==> run_1/layer_met1.png <==
Bar = 20 µm. Supply wires on this layer in gray.
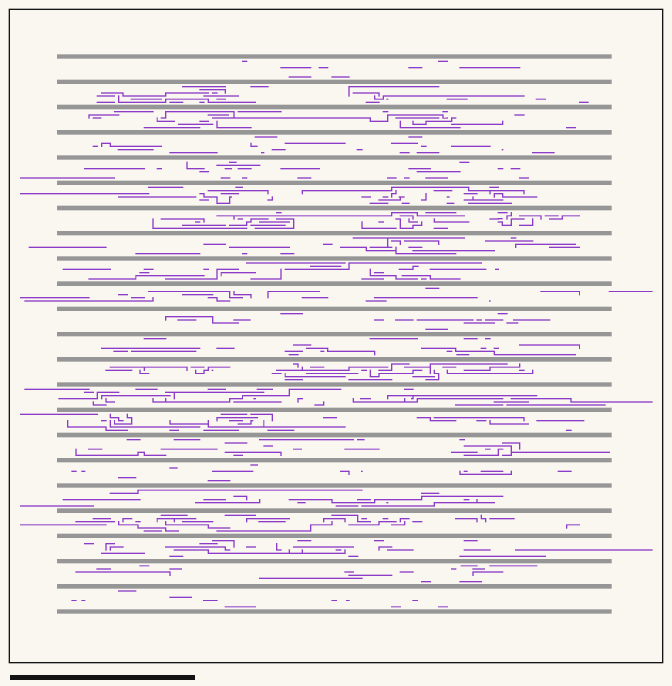
==> run_1/layer_met2.png <==
Cells faint in the background.
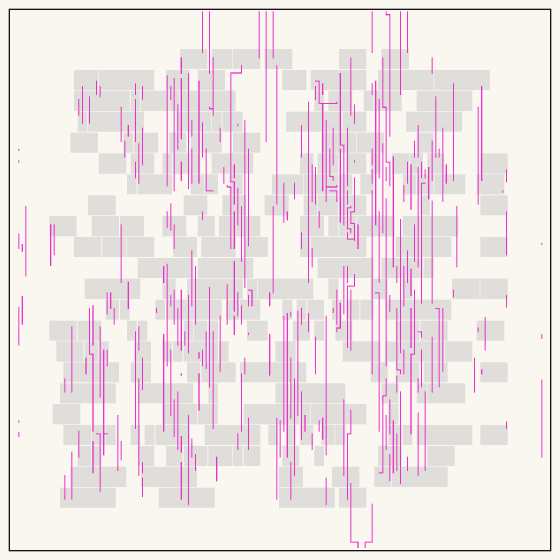
==> run_1/layer_met3.png <==
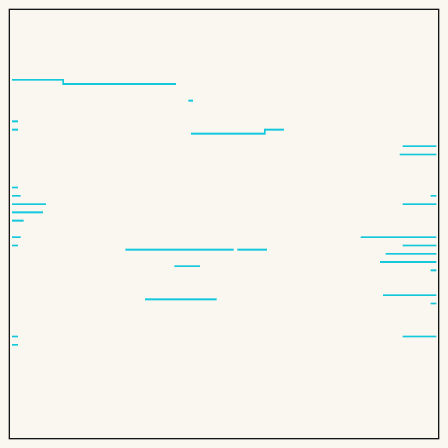
<file path="src/rtl/judge_pkg.sv">
`default_nettype none
// +------------------------------------------------------------------+
// | judge_pkg: shared constants for the answer judge and its LFSR.   |
// | Rev 1.0                                                          |
// +------------------------------------------------------------------+
package judge_pkg;
   localparam int         WIN_SCORE_DEF = 5;
   localparam int         ANS_W_DEF     = 4;
   localparam logic [1:0] PLAYER_NONE   = 2'd0;
   localparam logic [1:0] PLAYER_P1     = 2'd1;
   localparam logic [1:0] PLAYER_P2     = 2'd2;
   localparam logic [7:0] LFSR_TAPS     = 8'b1011_1000;
   localparam logic [7:0] LFSR_SEED     = 8'hA5;
endpackage
`default_nettype wire

</file>
<file path="src/rtl/question_lfsr.sv">
`default_nettype none
// +------------------------------------------------------------------+
// | question_lfsr: 8-bit free-running Fibonacci LFSR for operands.   |
// | Rev 1.0                                                          |
// +------------------------------------------------------------------+
module question_lfsr
   import judge_pkg::*;
#(
   parameter logic [7:0] SEED = LFSR_SEED
) (
   input  logic       clk,
   input  logic       reset_n,
   output logic [7:0] o_lfsr
);
   logic [7:0] r_lfsr;
   logic       w_fb;

   assign w_fb   = ^(r_lfsr & LFSR_TAPS);
   assign o_lfsr = r_lfsr;

   always_ff @(posedge clk) begin
      if (!reset_n) r_lfsr <= SEED;
      else          r_lfsr <= {r_lfsr[6:0], w_fb};
   end
endmodule
`default_nettype wire

</file>
<file path="src/rtl/round_judge.sv">
`default_nettype none
// +------------------------------------------------------------------+
// | round_judge: question generation, submission arbitration, answer |
// | judging and saturating scorekeeping for a two-player quiz.       |
// | Rev 1.0                                                          |
// +------------------------------------------------------------------+
module round_judge
   import judge_pkg::*;
#(
   parameter int         WIN_SCORE = WIN_SCORE_DEF,
   parameter int         ANS_W     = ANS_W_DEF,
   parameter logic [7:0] SEED      = LFSR_SEED
) (
   input  logic             clk_100mhz,
   input  logic             reset_n,
   input  logic             new_question,
   input  logic             accept_en,
   input  logic             clear_scores,
   input  logic             p1_btn_event,
   input  logic             p2_btn_event,
   input  logic [ANS_W-1:0] p1_answer,
   input  logic [ANS_W-1:0] p2_answer,
   output logic             p1_submit_event,
   output logic             p2_submit_event,
   output logic [ANS_W-2:0] operand_a,
   output logic [ANS_W-2:0] operand_b,
   output logic             is_ans_correct,
   output logic             is_game_over,
   output logic [3:0]       p1_score,
   output logic [3:0]       p2_score,
   output logic [1:0]       last_winner
);
   localparam int         c_OPW = ANS_W - 1;
   localparam logic [3:0] c_WIN = 4'(WIN_SCORE);

   logic [7:0]       w_lfsr;
   logic             w_unused_lfsr;
   logic [c_OPW-1:0] r_op_a, r_op_b;
   logic [ANS_W-1:0] r_expected;
   logic             r_q_open, r_ans_ok, r_over, r_tie_prio;
   logic             r_p1_sub, r_p2_sub;
   logic [3:0]       r_p1_score, r_p2_score;
   logic [1:0]       r_winner;

   logic             w_can, w_acc_p1, w_acc_p2, w_acc, w_tie, w_correct;
   logic [ANS_W-1:0] w_ans;
   logic [3:0]       w_p1_next, w_p2_next;

   question_lfsr #(.SEED(SEED)) u_lfsr (
      .clk     (clk_100mhz),
      .reset_n (reset_n),
      .o_lfsr  (w_lfsr)
   );
   assign w_unused_lfsr = ^w_lfsr;

   // Housekeeping pulses in the same cycle swallow any press.
   assign w_can    = r_q_open & accept_en & ~r_over & ~clear_scores & ~new_question;
   assign w_tie    = w_can & p1_btn_event & p2_btn_event;
   assign w_acc_p1 = w_can & p1_btn_event & (~p2_btn_event | ~r_tie_prio);
   assign w_acc_p2 = w_can & p2_btn_event & (~p1_btn_event |  r_tie_prio);
   assign w_acc    = w_acc_p1 | w_acc_p2;
   assign w_ans    = w_acc_p1 ? p1_answer : p2_answer;
   assign w_correct = (w_ans == r_expected);

   assign w_p1_next = (w_acc_p1 && w_correct && r_p1_score < c_WIN) ? r_p1_score + 4'd1 : r_p1_score;
   assign w_p2_next = (w_acc_p2 && w_correct && r_p2_score < c_WIN) ? r_p2_score + 4'd1 : r_p2_score;

   always_ff @(posedge clk_100mhz) begin
      if (!reset_n) begin
         r_op_a     <= '0;
         r_op_b     <= '0;
         r_expected <= '0;
         r_q_open   <= 1'b0;
         r_ans_ok   <= 1'b0;
         r_over     <= 1'b0;
         r_tie_prio <= 1'b0;
         r_p1_sub   <= 1'b0;
         r_p2_sub   <= 1'b0;
         r_p1_score <= 4'd0;
         r_p2_score <= 4'd0;
         r_winner   <= PLAYER_NONE;
      end else begin
         r_p1_sub <= w_acc_p1;
         r_p2_sub <= w_acc_p2;
         if (w_tie) r_tie_prio <= ~r_tie_prio;
         if (clear_scores) begin
            r_p1_score <= 4'd0;
            r_p2_score <= 4'd0;
            r_over     <= 1'b0;
            r_winner   <= PLAYER_NONE;
            r_ans_ok   <= 1'b0;
            r_q_open   <= 1'b0;
         end else if (new_question) begin
            r_op_a     <= w_lfsr[c_OPW-1:0];
            r_op_b     <= w_lfsr[2*c_OPW-1:c_OPW];
            r_expected <= {1'b0, w_lfsr[c_OPW-1:0]} + {1'b0, w_lfsr[2*c_OPW-1:c_OPW]};
            r_q_open   <= 1'b1;
            r_ans_ok   <= 1'b0;
         end else if (w_acc) begin
            r_q_open   <= 1'b0;
            r_ans_ok   <= w_correct;
            r_p1_score <= w_p1_next;
            r_p2_score <= w_p2_next;
            if (w_p1_next == c_WIN) begin
               r_over   <= 1'b1;
               r_winner <= PLAYER_P1;
            end else if (w_p2_next == c_WIN) begin
               r_over   <= 1'b1;
               r_winner <= PLAYER_P2;
            end
         end
      end
   end

   assign p1_submit_event = r_p1_sub;
   assign p2_submit_event = r_p2_sub;
   assign operand_a       = r_op_a;
   assign operand_b       = r_op_b;
   assign is_ans_correct  = r_ans_ok;
   assign is_game_over    = r_over;
   assign p1_score        = r_p1_score;
   assign p2_score        = r_p2_score;
   assign last_winner     = r_winner;
endmodule
`default_nettype wire

</file>
<file path="config.mk">
export PLATFORM = sky130hd
export DESIGN_NAME = round_judge
export DESIGN_NICKNAME = d
export VERILOG_FILES = /design/src/rtl/judge_pkg.sv /design/src/rtl/question_lfsr.sv /design/src/rtl/round_judge.sv
export SDC_FILE = /design/constraint.sdc
export NUM_CORES = 1
export LEC_CHECK = 0
export CORE_MARGIN = 5
export CORE_UTILIZATION = 45
export CTS_BUF_LIST = sky130_fd_sc_hd__clkbuf_2 sky130_fd_sc_hd__clkbuf_4 sky130_fd_sc_hd__clkbuf_8
export DETAILED_ROUTE_END_ITERATION = 10
export GPL_ROUTABILITY_DRIVEN = 0
export GPL_TIMING_DRIVEN = 0
export MAX_ROUTING_LAYER = met4
export PLACE_DENSITY_LB_ADDON = 0.08
export RECOVER_POWER = 50
export SLEW_MARGIN = 30
export SYNTH_ARGS = -nofsm -noshare
export SYNTH_HDL_FRONTEND = slang
export SYNTH_SLANG_ARGS = --single-unit
</file>
<file path="constraint.sdc">
create_clock -name clk_100mhz -period 2.7 [get_ports clk_100mhz]
set_input_delay 0.675 -clock clk_100mhz [delete_from_list [all_inputs] [get_ports clk_100mhz]]
set_output_delay 0.675 -clock clk_100mhz [all_outputs]
set_load 0.05 [all_outputs]
</file>
==> Table 3: Implementation characteristics, run 1 <==
Physical implementation characteristics

Parameter                              Value

Die
  Chip footprint    4943 µm²
  Core Density at Floorplan    0.4573
  Number of I/O pins    35
  Core footprint    3578 µm²

Place
  IO buf count    34
  Number of placed instances with taps included    259

Setup path
  Last element of the critical path    last_winner[0]
  Crit. path cell count    7
  Highest net fanout along the worst path    5
  Master of the slowest instance on the critical path    sky130_fd_sc_hd__clkdlybuf4s50_1
  Slack of the worst reg-to-reg path    0.70 ns
  Cell class contributing the biggest share of worst-path delay    simple AND/OR/NAND/NOR gates
  Maximum cell stage delay along the critical path    0.53 ns
  Startpoint types    primary input
  Ordered cell list for the critical path    clkdlybuf4s50_1 -> nor2b_4 -> nand4_4 -> nor3_1 -> mux2_4 -> or3_1 -> o221a_1

Layout
  Combinational gate area    895.9 µm²
  Most frequent logic cells in the routed design    34 x sky130_fd_sc_hd__dfxtp_1, 30 x sky130_fd_sc_hd__clkdlybuf4s50_1, 24 x sky130_fd_sc_hd__nand2_1
  Filler cell count    339
  Multi-input gate count    127
  Final Net Count    241
  Sequential cell area in the final layout    680.7 µm²
  Inverters excl. clock    11
  Post-layout util    0.5871
  Final std cell area, no fill    2101 µm²
  Sequential cell count of the final layout    34
  Filler-free cell count of the finished design    267
  Non-clock buffer count    39
  Signed area change from the synthesized netlist to the final layout    28.36%
  Fraction of area in registers    0.3240
  Clock Network Area Fraction    0.03038

Job
  Number of maximum-capacitance violations    0
  Total number of warnings across the stage logs    28

Route
  First DRT Iteration DRCs    47
  Average via count per standard cell    4.865
  Drc violations    0
  Router iterations before antenna repair    4
  WL met1    1643 µm
  Top routing layer used    met4

Global route
  Peak-usage layer in the global routing report    met2

Timing
  Post-route minimum period    2.494 ns
  Post-layout worst setup margin    0.2064 ns
  Number of pins exceeding their max-slew limit in the final report    0
  # setup viols final    0
  Remaining max-slew budget at the tightest pin    0.5782
  Share of the cycle needed by the critical path after routing    0.9236
  Worst Clk Skew    0.003912 ns
  Final setup TNS    0 ns
  Tightest Pin Transition    0.6278 ns
  Max Freq    401.0 MHz
  Count of final hold-check violations    0

Synth
  Largest cells by area after synthesis    sky130_fd_sc_hd__dfxtp_1 42%, sky130_fd_sc_hd__xnor2_1 8.6%, sky130_fd_sc_hd__nand2_1 5.5%, sky130_fd_sc_hd__ha_1 5.4%, sky130_fd_sc_hd__a21oi_1 4.0%
  Register bit count reported by yosys    34
  Warnings from Yosys    0
  Synth Instances    177
  Unique cell types    39
  Top flip-flop cell by instance count after synthesis    sky130_fd_sc_hd__dfxtp_1
  Post-Syn Area    1637 µm²
  Adder-cell share of the synthesized area    0.06575
  Share of the synthesized area in the top cell type    0.4159
  Yosys stat cell total    177
  Synth async-reset ratio    0
  Library cell occupying the most area in the post-synthesis netlist    sky130_fd_sc_hd__dfxtp_1

Power
  Switch share    0.2714
  Net switching power    0.0002673 W
  Power Clock    0.000299 W
  Reported leakage power    0.7843 nW
  Int Power    0.0007177 W
  Seq power    0.000540 W
  Peak supply drop    0.0003725 V
  Combinational cell fraction of total power    0.148
  Largest power group    sequential cells
  Power, Total    0.0009850 W

Hold path
  Worst Hold Path Cells    1
  Critical hold path startpoint    u_lfsr.o_lfsr[6]

Run status
  Outcome    completed

Clocking
  Clock latency on the worst-skew pair    0.33 ns
  Buffer count from post-CTS setup fixing    0
  Clock sinks    34
Back to the opening pictures, layer_met1.png:
nets with wire on the layer: 219
wire length on this layer: 1640 µm
main direction: horizontal
share of all routed wire: 47%
post-detailed-routing wire length: 3475 µm
routed vias: 1299
GRT met1 Usage: 0.1858

Back to the opening pictures, layer_met2.png:
nets with wire on the layer: 195
longest straight run: 23.8 µm
share of all routed wire: 46%
met2 layer usage reported by global route: 0.2443

Back to the opening pictures, layer_met3.png:
nets with wire on the layer: 27
share of all routed wire: 4.8%
wire length on this layer: 165 µm
global routing met3 resource utilization: 0.04460

## Run 2: what changed since run 1
--- a/config.mk
+++ b/config.mk
@@ -14,7 +14,7 @@
 export MAX_ROUTING_LAYER = met4
 export PLACE_DENSITY_LB_ADDON = 0.08
 export RECOVER_POWER = 50
-export SLEW_MARGIN = 30
+export SLEW_MARGIN = 20
 export SYNTH_ARGS = -nofsm -noshare
 export SYNTH_HDL_FRONTEND = slang
 export SYNTH_SLANG_ARGS = --single-unit
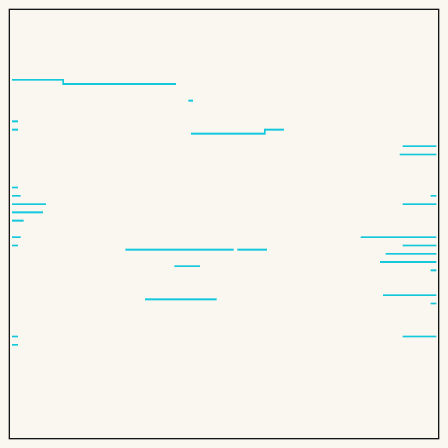
(run_2/layer_met3.png)
longest straight run: 18.4 µm
main direction: horizontal

==> run 2 against run 1 <==
Compared with the run above: combinational power hardly changed; synthesized cell count stayed put; via count stayed put; die size stayed put; non-clock buffer count stayed put.
==> Table 3: Implementation characteristics, run 2 <==
Physical implementation characteristics

Parameter                              Value

Run status
  Outcome    completed (unchanged)

Global route
  Met2 layer usage reported by global route    0.2443 (unchanged)
  Wire length of the first global-routing pass    5913 µm (unchanged)
  GRT met1 Usage    0.1858 (unchanged)
  Antenna violations before repair    0 (unchanged)
  Total congestion overflow    0 (unchanged)
  Peak-usage layer in the global routing report    met2 (unchanged)
  Vias in the first global route    1302 (unchanged)
  Pin count of the biggest net entering global routing    12 (unchanged)
  Global routing met3 resource utilization    0.04460 (unchanged)
  Gr usage total    0.1545 (unchanged)

Route
  Total met2 wirelength after detailed routing    1604 µm (unchanged)
  Post-detailed-routing wire length    3475 µm (unchanged)
  Router iterations before antenna repair    4 (unchanged)
  First DRT Iteration DRCs    47 (unchanged)
  Wirelength per Cell    13.01 µm (unchanged)
  Top routing layer used    met4 (unchanged)
  Final ANT Viol Nets    0 (unchanged)
  WL met1    1643 µm (unchanged)
  Routed vias    1299 (unchanged)
  Drc violations    0 (unchanged)
  Average via count per standard cell    4.865 (unchanged)

Timing
  Count of final hold-check violations    0 (unchanged)
  Post-route minimum period    2.494 ns (unchanged)
  Max Freq    401.0 MHz (unchanged)
  Share of the cycle needed by the critical path after routing    0.9236 (unchanged)
  Post-layout worst setup margin    0.2064 ns (unchanged)
  Unrepaired setup endpoints after global routing    no (unchanged)
  # setup viols final    0 (unchanged)
  Tightest hold margin    0.4334 ns (unchanged)
  Final setup TNS    0 ns (unchanged)
  Worst Clk Skew    0.003912 ns (unchanged)
  Tightest Pin Transition    0.6278 ns (unchanged)
  Number of pins exceeding their max-slew limit in the final report    0 (unchanged)
  Remaining max-slew budget at the tightest pin    0.5782 (unchanged)

Layout
  Multi-input gate count    127 (unchanged)
  Sequential cell area in the final layout    680.7 µm² (unchanged)
  Filler cell count    339 (unchanged)
  Post-layout util    0.5871 (unchanged)
  Final std cell area, no fill    2101 µm² (unchanged)
  Combinational gate area    895.9 µm² (unchanged)
  Non-clock buffer count    39 (unchanged)
  Proportion of layout cells with a drive suffix above 1    0.08676 (unchanged)
  Inverters excl. clock    11 (unchanged)
  Signed area change from the synthesized netlist to the final layout    28.36% (unchanged)
  Most frequent logic cells in the routed design    34 x sky130_fd_sc_hd__dfxtp_1, 30 x sky130_fd_sc_hd__clkdlybuf4s50_1, 24 x sky130_fd_sc_hd__nand2_1 (unchanged)
  Clock Network Area Fraction    0.03038 (unchanged)
  Number of flip-flops in the largest register    8 (unchanged)
  Fraction of area in registers    0.3240 (unchanged)
  Sequential cell count of the final layout    34 (unchanged)
  Logic share of the area    0.4264 (unchanged)
  Layout non-clock buf frac    0.1709 (unchanged)
  Filler-free cell count of the finished design    267 (unchanged)
  Final Net Count    241 (unchanged)
  Commonest non-fill, non-tap cell in the layout    sky130_fd_sc_hd__dfxtp_1 (unchanged)
  Ant. Diodes    0 (unchanged)
  Largest cell class by area    logic gates (unchanged)

Power
  Reported leakage power    0.7843 nW (unchanged)
  Largest power group    sequential cells (unchanged)
  Power share of the clock group    0.304 (about the same)
  Power, Total    0.0009850 W (unchanged)
  Combinational Power    0.000146 W (about the same)
  Int Power    0.0007177 W (unchanged)
  Peak supply drop    0.0003725 V (unchanged)
  Switch share    0.2714 (unchanged)
  Seq power    0.000540 W (about the same)
  Combinational cell fraction of total power    0.148 (about the same)
  Net switching power    0.0002673 W (unchanged)
  Power Clock    0.000299 W (about the same)
  Sequential cell fraction of total power    0.548 (about the same)
  Power per cell area    468.9 nW/µm² (unchanged)

Setup path
  Critical Path AT    2.72 ns (about the same)
  Ordered cell list for the critical path    clkdlybuf4s50_1 -> nor2b_4 -> nand4_4 -> nor3_1 -> mux2_4 -> or3_1 -> o221a_1 (unchanged)
  Count of buffering cells on the critical path with inverters included    1 (unchanged)
  Master of the slowest instance on the critical path    sky130_fd_sc_hd__clkdlybuf4s50_1 (unchanged)
  Number of cells on the worst reg-to-reg path    8 (unchanged)
  Last element of the critical path    last_winner[0] (unchanged)
  Maximum cell stage delay along the critical path    0.53 ns (about the same)
  Slack of the worst reg-to-reg path    0.70 ns (about the same)
  Startpoint of the lowest-slack register-to-register path    p1_score[0] (unchanged)
  Category of the critical setup timing path    in -> reg (unchanged)
  Startpoint types    primary input (unchanged)
  Reg2Reg Capture Point    last_winner[0] (unchanged)
  Cell class contributing the biggest share of worst-path delay    simple AND/OR/NAND/NOR gates (unchanged)
  Crit. path cell count    7 (unchanged)
  Highest net fanout along the worst path    5 (unchanged)
  Critical Path RT    2.93 ns (about the same)

Hold path
  Critical hold path startpoint    u_lfsr.o_lfsr[6] (unchanged)
  Terminating pin of the worst hold path    u_lfsr.o_lfsr[7] (unchanged)
  Worst Hold Path Cells    1 (unchanged)

Clocking
  CTS root buffer    sky130_fd_sc_hd__clkbuf_4 (unchanged)
  Number of buffers on the longest clock path    2 (unchanged)
  TritonCTS clock tree    yes (unchanged)
  Clock sinks    34 (unchanged)
  Gates resized, CTS repair    0 (unchanged)
  Buffer count from post-CTS setup fixing    0 (unchanged)
  Total CTS buffers    5 (unchanged)
  Depth of the CTS H-tree    2 (unchanged)
  Clock latency on the worst-skew pair    0.33 ns (about the same)
  Reg clk slew, reported paths    0.10 ns (about the same)

Synth
  Main logic family    simple AND/OR/NAND/NOR gates (unchanged)
  Warnings from Yosys    0 (unchanged)
  Unique cell types    39 (unchanged)
  Basic-gate share of the synthesized area counting and, or, nand and nor cells    0.2500 (unchanged)
  Synth Instances    177 (unchanged)
  Post-Syn Area    1637 µm² (unchanged)
  Post-synthesis cell type with the largest instance count    sky130_fd_sc_hd__dfxtp_1 (unchanged)
  Adder-cell share of the synthesized area    0.06575 (unchanged)
  Share of the synthesized area in the top cell type    0.4159 (unchanged)
  Top flip-flop cell by instance count after synthesis    sky130_fd_sc_hd__dfxtp_1 (unchanged)
  Synth async-reset ratio    0 (unchanged)
  Register share after synthesis    0.4159 (unchanged)
  Number of enable-type register cells in the synthesized netlist    0 (unchanged)
  And-or/or-and share of the synthesized area    0.09939 (unchanged)
  Mux cell area share    0.03058 (unchanged)
  Share of the synthesized netlist area taken by xor and xnor gates    0.1017 (unchanged)
  Yosys stat cell total    177 (unchanged)
  Number of nets produced by synthesis    200 (unchanged)
  Library cell occupying the most area in the post-synthesis netlist    sky130_fd_sc_hd__dfxtp_1 (unchanged)
  Largest cells by area after synthesis    sky130_fd_sc_hd__dfxtp_1 42%, sky130_fd_sc_hd__xnor2_1 8.6%, sky130_fd_sc_hd__nand2_1 5.5%, sky130_fd_sc_hd__ha_1 5.4%, sky130_fd_sc_hd__a21oi_1 4.0% (unchanged)
  Chip Area, Yosys    1637 µm² (unchanged)
  Mean area per synthesized cell    9.246 µm² (unchanged)
  Most used standard cells in the synthesized netlist    34 x sky130_fd_sc_hd__dfxtp_1, 24 x sky130_fd_sc_hd__nand2_1, 16 x sky130_fd_sc_hd__xnor2_1, 13 x sky130_fd_sc_hd__a21oi_1, 12 x sky130_fd_sc_hd__nor2_1 (unchanged)
  Register bit count reported by yosys    34 (unchanged)

Place
  Worst slack after detailed placement    -0.1473 ns (unchanged)
  Number of placed instances with taps included    259 (unchanged)
  IO buf count    34 (unchanged)
  Detail Placement HPWL    2675 µm (unchanged)
  Placed cell areas    2037 µm² (unchanged)

Die
  Vertical die dimension    70.31 µm (unchanged)
  Core footprint    3578 µm² (unchanged)
  Chip footprint    4943 µm² (unchanged)
  Number of I/O pins    35 (unchanged)
  Die span in x    70.31 µm (unchanged)
  Core Density at Floorplan    0.4573 (unchanged)

Job
  Total number of warnings across the stage logs    28 (unchanged)
  Number of maximum-capacitance violations    0 (unchanged)
Power is estimated from default activity; no workload was simulated.
